`src/rtl/tug_field.sv`:
```
// rtl/tug_field.sv - tug-of-war playfield: moves a lit LED on press pulses, scores rounds, holds, ends match
module tug_field #(
  parameter int NUM_LEDS    = 9,
  parameter int SCORE_W     = 3,
  parameter int HOLD_CYCLES = 8
) (
  input  logic                clk,
  input  logic                reset,
  input  logic                l_press,
  input  logic                r_press,
  output logic [NUM_LEDS-1:0] leds,
  output logic [SCORE_W-1:0]  l_score,
  output logic [SCORE_W-1:0]  r_score,
  output logic                l_win,
  output logic                r_win,
  output logic                game_over,
  output logic                winner_l
);

  localparam int POS_W  = $clog2(NUM_LEDS);
  localparam int HOLD_W = (HOLD_CYCLES > 1) ? $clog2(HOLD_CYCLES) : 1;

  localparam logic [POS_W-1:0]   CENTER    = POS_W'((NUM_LEDS - 1) / 2);
  localparam logic [POS_W-1:0]   LAST      = POS_W'(NUM_LEDS - 1);
  localparam logic [SCORE_W-1:0] MAX_SCORE = '1;
  localparam logic [HOLD_W-1:0]  HOLD_INIT = HOLD_W'(HOLD_CYCLES - 1);

  typedef enum logic [1:0] {
    S_PLAY,
    S_HOLD,
    S_OVER
  } state_t;

  state_t             state_q, state_d;
  logic [POS_W-1:0]   pos_q, pos_d;
  logic [SCORE_W-1:0] l_score_q, l_score_d;
  logic [SCORE_W-1:0] r_score_q, r_score_d;
  logic [HOLD_W-1:0]  hold_q, hold_d;
  logic               l_win_q, l_win_d;
  logic               r_win_q, r_win_d;
  logic               winner_l_q, winner_l_d;

  always_comb begin
    state_d    = state_q;
    pos_d      = pos_q;
    l_score_d  = l_score_q;
    r_score_d  = r_score_q;
    hold_d     = hold_q;
    l_win_d    = 1'b0;
    r_win_d    = 1'b0;
    winner_l_d = winner_l_q;

    case (state_q)
      S_PLAY: begin
        // Simultaneous pulls cancel out, so only a lone press moves the marker.
        if (l_press && !r_press) begin
          if (pos_q == LAST) begin
            l_score_d = l_score_q + 1'b1;
            l_win_d   = 1'b1;
            if (l_score_d == MAX_SCORE) begin
              state_d    = S_OVER;
              winner_l_d = 1'b1;
            end else begin
              state_d = S_HOLD;
              hold_d  = HOLD_INIT;
            end
          end else begin
            pos_d = pos_q + 1'b1;
          end
        end else if (r_press && !l_press) begin
          if (pos_q == '0) begin
            r_score_d = r_score_q + 1'b1;
            r_win_d   = 1'b1;
            if (r_score_d == MAX_SCORE) begin
              state_d    = S_OVER;
              winner_l_d = 1'b0;
            end else begin
              state_d = S_HOLD;
              hold_d  = HOLD_INIT;
            end
          end else begin
            pos_d = pos_q - 1'b1;
          end
        end
      end
      S_HOLD: begin
        if (hold_q == '0) begin
          state_d = S_PLAY;
          pos_d   = CENTER;
        end else begin
          hold_d = hold_q - 1'b1;
        end
      end
      S_OVER: begin
      end
      default: begin
        state_d = S_PLAY;
        pos_d   = CENTER;
      end
    endcase
  end

  always_ff @(posedge clk) begin
    if (!reset) begin
      state_q    <= S_PLAY;
      pos_q      <= CENTER;
      l_score_q  <= '0;
      r_score_q  <= '0;
      hold_q     <= '0;
      l_win_q    <= 1'b0;
      r_win_q    <= 1'b0;
      winner_l_q <= 1'b0;
    end else begin
      state_q    <= state_d;
      pos_q      <= pos_d;
      l_score_q  <= l_score_d;
      r_score_q  <= r_score_d;
      hold_q     <= hold_d;
      l_win_q    <= l_win_d;
      r_win_q    <= r_win_d;
      winner_l_q <= winner_l_d;
    end
  end

  always_comb begin
    leds = '0;
    case (state_q)
      S_PLAY:  leds = NUM_LEDS'(1) << pos_q;
      S_OVER:  leds = '1;
      default: leds = '0;
    endcase
  end

  assign l_score   = l_score_q;
  assign r_score   = r_score_q;
  assign l_win     = l_win_q;
  assign r_win     = r_win_q;
  assign game_over = (state_q == S_OVER);
  assign winner_l  = winner_l_q;

endmodule
```
`config.mk`:
```
export PLATFORM = sky130hd
export DESIGN_NAME = tug_field
export DESIGN_NICKNAME = d
export VERILOG_FILES = /design/src/rtl/tug_field.sv
export SDC_FILE = /design/constraint.sdc
export NUM_CORES = 1
export LEC_CHECK = 0
export ABC_AREA = 0
export CAP_MARGIN = 25
export CORE_AREA = 2 2 54 56
export CTS_CLUSTER_SIZE = 16
export DETAILED_ROUTE_END_ITERATION = 12
export DIE_AREA = 0 0 56 58
export HOLD_SLACK_MARGIN = 0.06
export MAX_ROUTING_LAYER = met4
export PLACE_DENSITY = 0.83
export SETUP_SLACK_MARGIN = 0.05
export SLEW_MARGIN = 15
export SYNTH_ARGS = -nofsm -noshare
export SYNTH_HDL_FRONTEND = slang
export SYNTH_SLANG_ARGS = --single-unit
```
`constraint.sdc`:
```
create_clock -name clk -period 2.6 [get_ports clk]
set_input_delay 0.52 -clock clk [delete_from_list [all_inputs] [get_ports clk]]
set_output_delay 0.52 -clock clk [all_outputs]
set_load 0.01 [all_outputs]
```
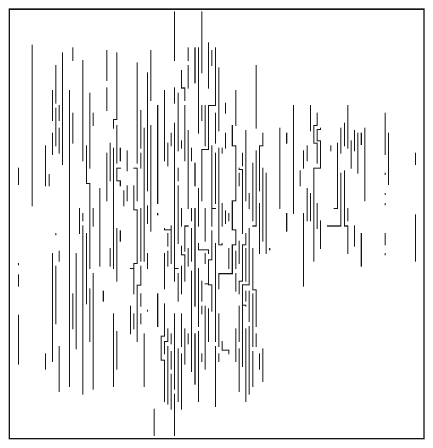
**Above:** met2 routing.
The wires run mostly vertical. The layer holds 52% of the routed length. The layer carries 1410 µm of wire.
Routed WL: 2730 µm
met2 Use GR: 33.4%
total number of vias: 1147

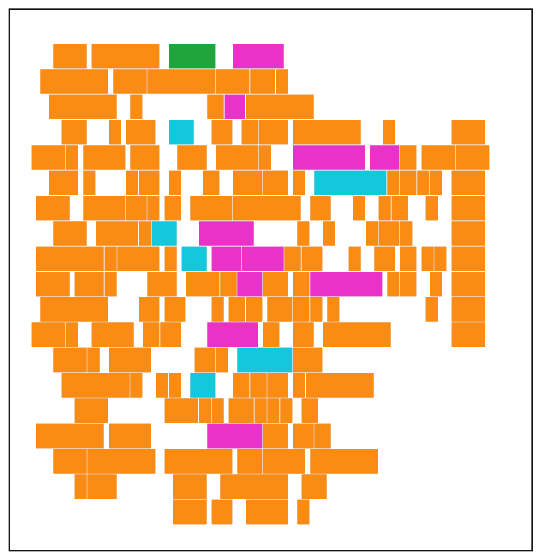
**Above:** cell sizes after repair.
Key: drive 1 or less = orange [cells 156]; drive 6 and up = green [cells 1]; drive 3 to 4 = cyan [cells 6]; drive 2 = magenta [cells 11]
Non-clk bufs: 23
synthesis-to-layout area growth: 20.4%

==> flow_metrics.py <==
# Flow results
metrics = {
    "routing": {
        "drc_errors": 0,
        "wl_per_cell_um": 13.3,
        "wl_met3_um": 98,
        "met1Wirelength_um": 1190,
        "top_layer": "met4",
    },
    "timing": {
        "period_needed_ns": 2.40,
        "tightest_slew_ns": 0.556,
        "finalMaxSlewViolations": 0,
        "setup_slack_ns": 0.195,
        "rsz0062_at_grt": "no",
        "tns_ns": 0,
        "setup_violations": 0,
        "fin_crit_sh_pct": 92.5,
        "holdWs_ns": 0.483,
    },
    "clock_network": {
        "clock_latency_ns": 0.30,
        "root_buffer": "clkbuf_4",
        "tritoncts": "yes",
        "htree_levels": 1,
        "clk_transition_reported_paths_ns": 0.11,
        "postCtsSetupRepairBufs": 0,
        "holdBufCountCts": 0,
        "cts.sinks": 18,
    },
    "pwr": {
        "p_clk_share_pct": 18.7,
        "powerClk_w": 0.000173,
        "maxPowerGroup": "registers",
        "p_comb_share_pct": 40.4,
        "netSwitchingFraction_pct": 38.2,
        "power.switching_w": 0.000354,
        "p_seq_share_pct": 40.9,
    },
    "placement": {
        "dp_slack_ns": 0.0830,
        "place_congestion": 0.937,
        "port_buffers": 22,
    },
    "worst_setup_path": {
        "crit_buf_inv": 2,
        "worstReg2RegEnd": "pos_q[3]",
        "startpoint_type": "register",
        "reg2reg_slack_ns": 0.85,
        "critical_path.cell_chain": "inv_1 > nor2_1 > a21oi_1 > nor2_1 > clkdlybuf4s50_1",
        "worstPathArrival_ns": 1.88,
        "cpMostUsedCell": "nor2_1",
        "end_kind": "primary output",
        "r2r_cells": 5,
        "timing.rr.start": "pos_q[2]",
    },
    "yosys": {
        "synth.yosys.chip_area_um2": 1270,
        "top_area_share_pct": 28.3,
        "synth_nets": 172,
        "synth-seq-area-share_pct": 28.3,
        "ys_top_logic_family": "simple AND/OR/NAND/NOR gates",
        "muxShareOfSynthArea_pct": 1.57,
        "netlist_top_cells_count": "26 x nor2_1, 18 x dfxtp_1, 17 x inv_1",
        "synth_area_um2": 1270,
        "syn_inst": 156,
        "ff_type": "dfxtp_1",
        "synth-edff-count": 0,
        "yosysWarnings": 0,
        "ys_types": 45,
    },
    "layout": {
        "sh_seq_area_pct": 23.7,
        "drive_gt1_share_pct": 10.3,
        "comb_area_share_pct": 52.4,
        "buffer_area_share_pct": 14.9,
        "final-clk-cell-share_pct": 2.37,
        "nNetsFinal": 191,
        "biggestCellCategory": "logic gates",
        "nFillCells": 260,
        "seq_area_um2": 363,
        "non_clock_inverter_count": 17,
        "final_common_cell": "nor2_1",
    },
    "die": {
        "chip_area_um2": 3250,
        "die-height_um": 58,
        "num_io_pins": 23,
        "fp.dieW_um": 56,
        "initial_core_util_pct": 47.8,
        "tap_cells": 31,
    },
    "hold_path": {
        "min_from": "winner_l",
        "hold_path_depth": 2,
    },
    "grt": {
        "top_usage_layer": "met2",
        "use_met3_pct": 1.79,
    },
    "job": {
        "tool_warnings": 31,
    },
    "outcome": {
        "outcome": "complete, no violations",
    },
}
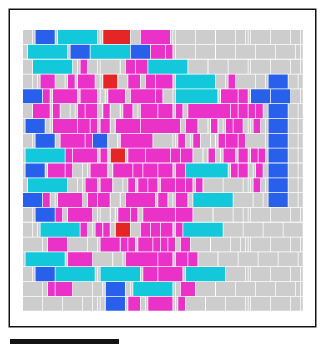
**Above:** placed cells, one color a class.
Scale bar: 20 µm. Fill, decap, tap and diode cells in gray.
Key: clock drivers and dummy loads = red [cells 4, share of their area 2.4%]; flip-flops = cyan [cells 18, share of their area 24%]; all other logic = magenta [cells 129, share of their area 58%]; other buffers and delay cells = blue [cells 23, share of their area 15%]
final core occ: 57.5%
cell area after layout: 1530 µm²

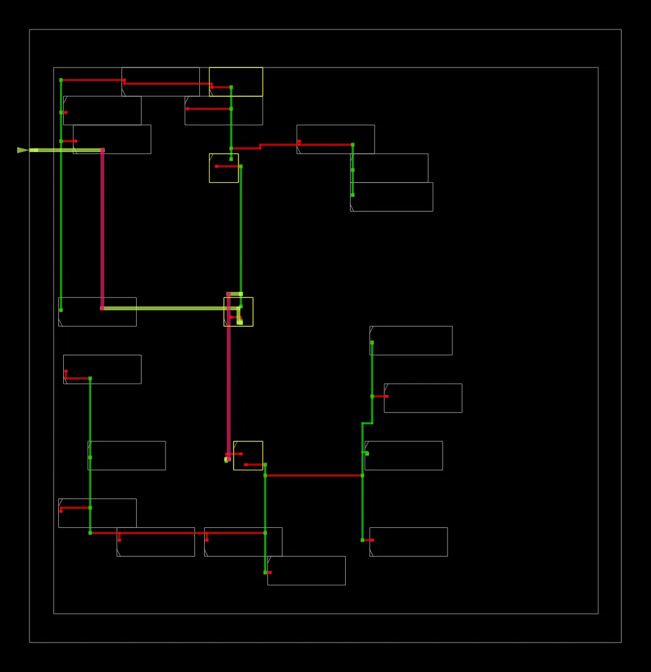
**Above:** clock routing.
num sequential: 18
Layout Skew: 0.0111 ns
CTS Buf Count: 3
clock buf count: 4

## stage by stage
step	util [%]	area, µm²	instances
after floorplan	-	1270	156
after global placement	56.1	1490	201
after detailed placement	56.1	1490	201
after CTS	57.4	1530	205
after global routing	57.5	1530	205
final	57.5	1530	205
## flip-flops by register name, indices dropped and copies added (netlist names)
| register | flops |
|---|---|
| hold_q | 3 |
| r_win | 1 |
| l_win | 1 |
| state_q | 2 |
| r_score | 3 |
| l_score | 3 |
| winner_l | 1 |
| pos_q | 4 |
## how the worst max path moves through the flow
stage,start,end
finish,pos_q[1],leds[3]
global route,state_q[1],game_over
CTS,pos_q[0],leds[3]
detailed placement,r_press,pos_q[3]
global placement,r_press,pos_q[3]
floorplan,r_press,pos_q[3]
Power and IR drop assume default switching activity.
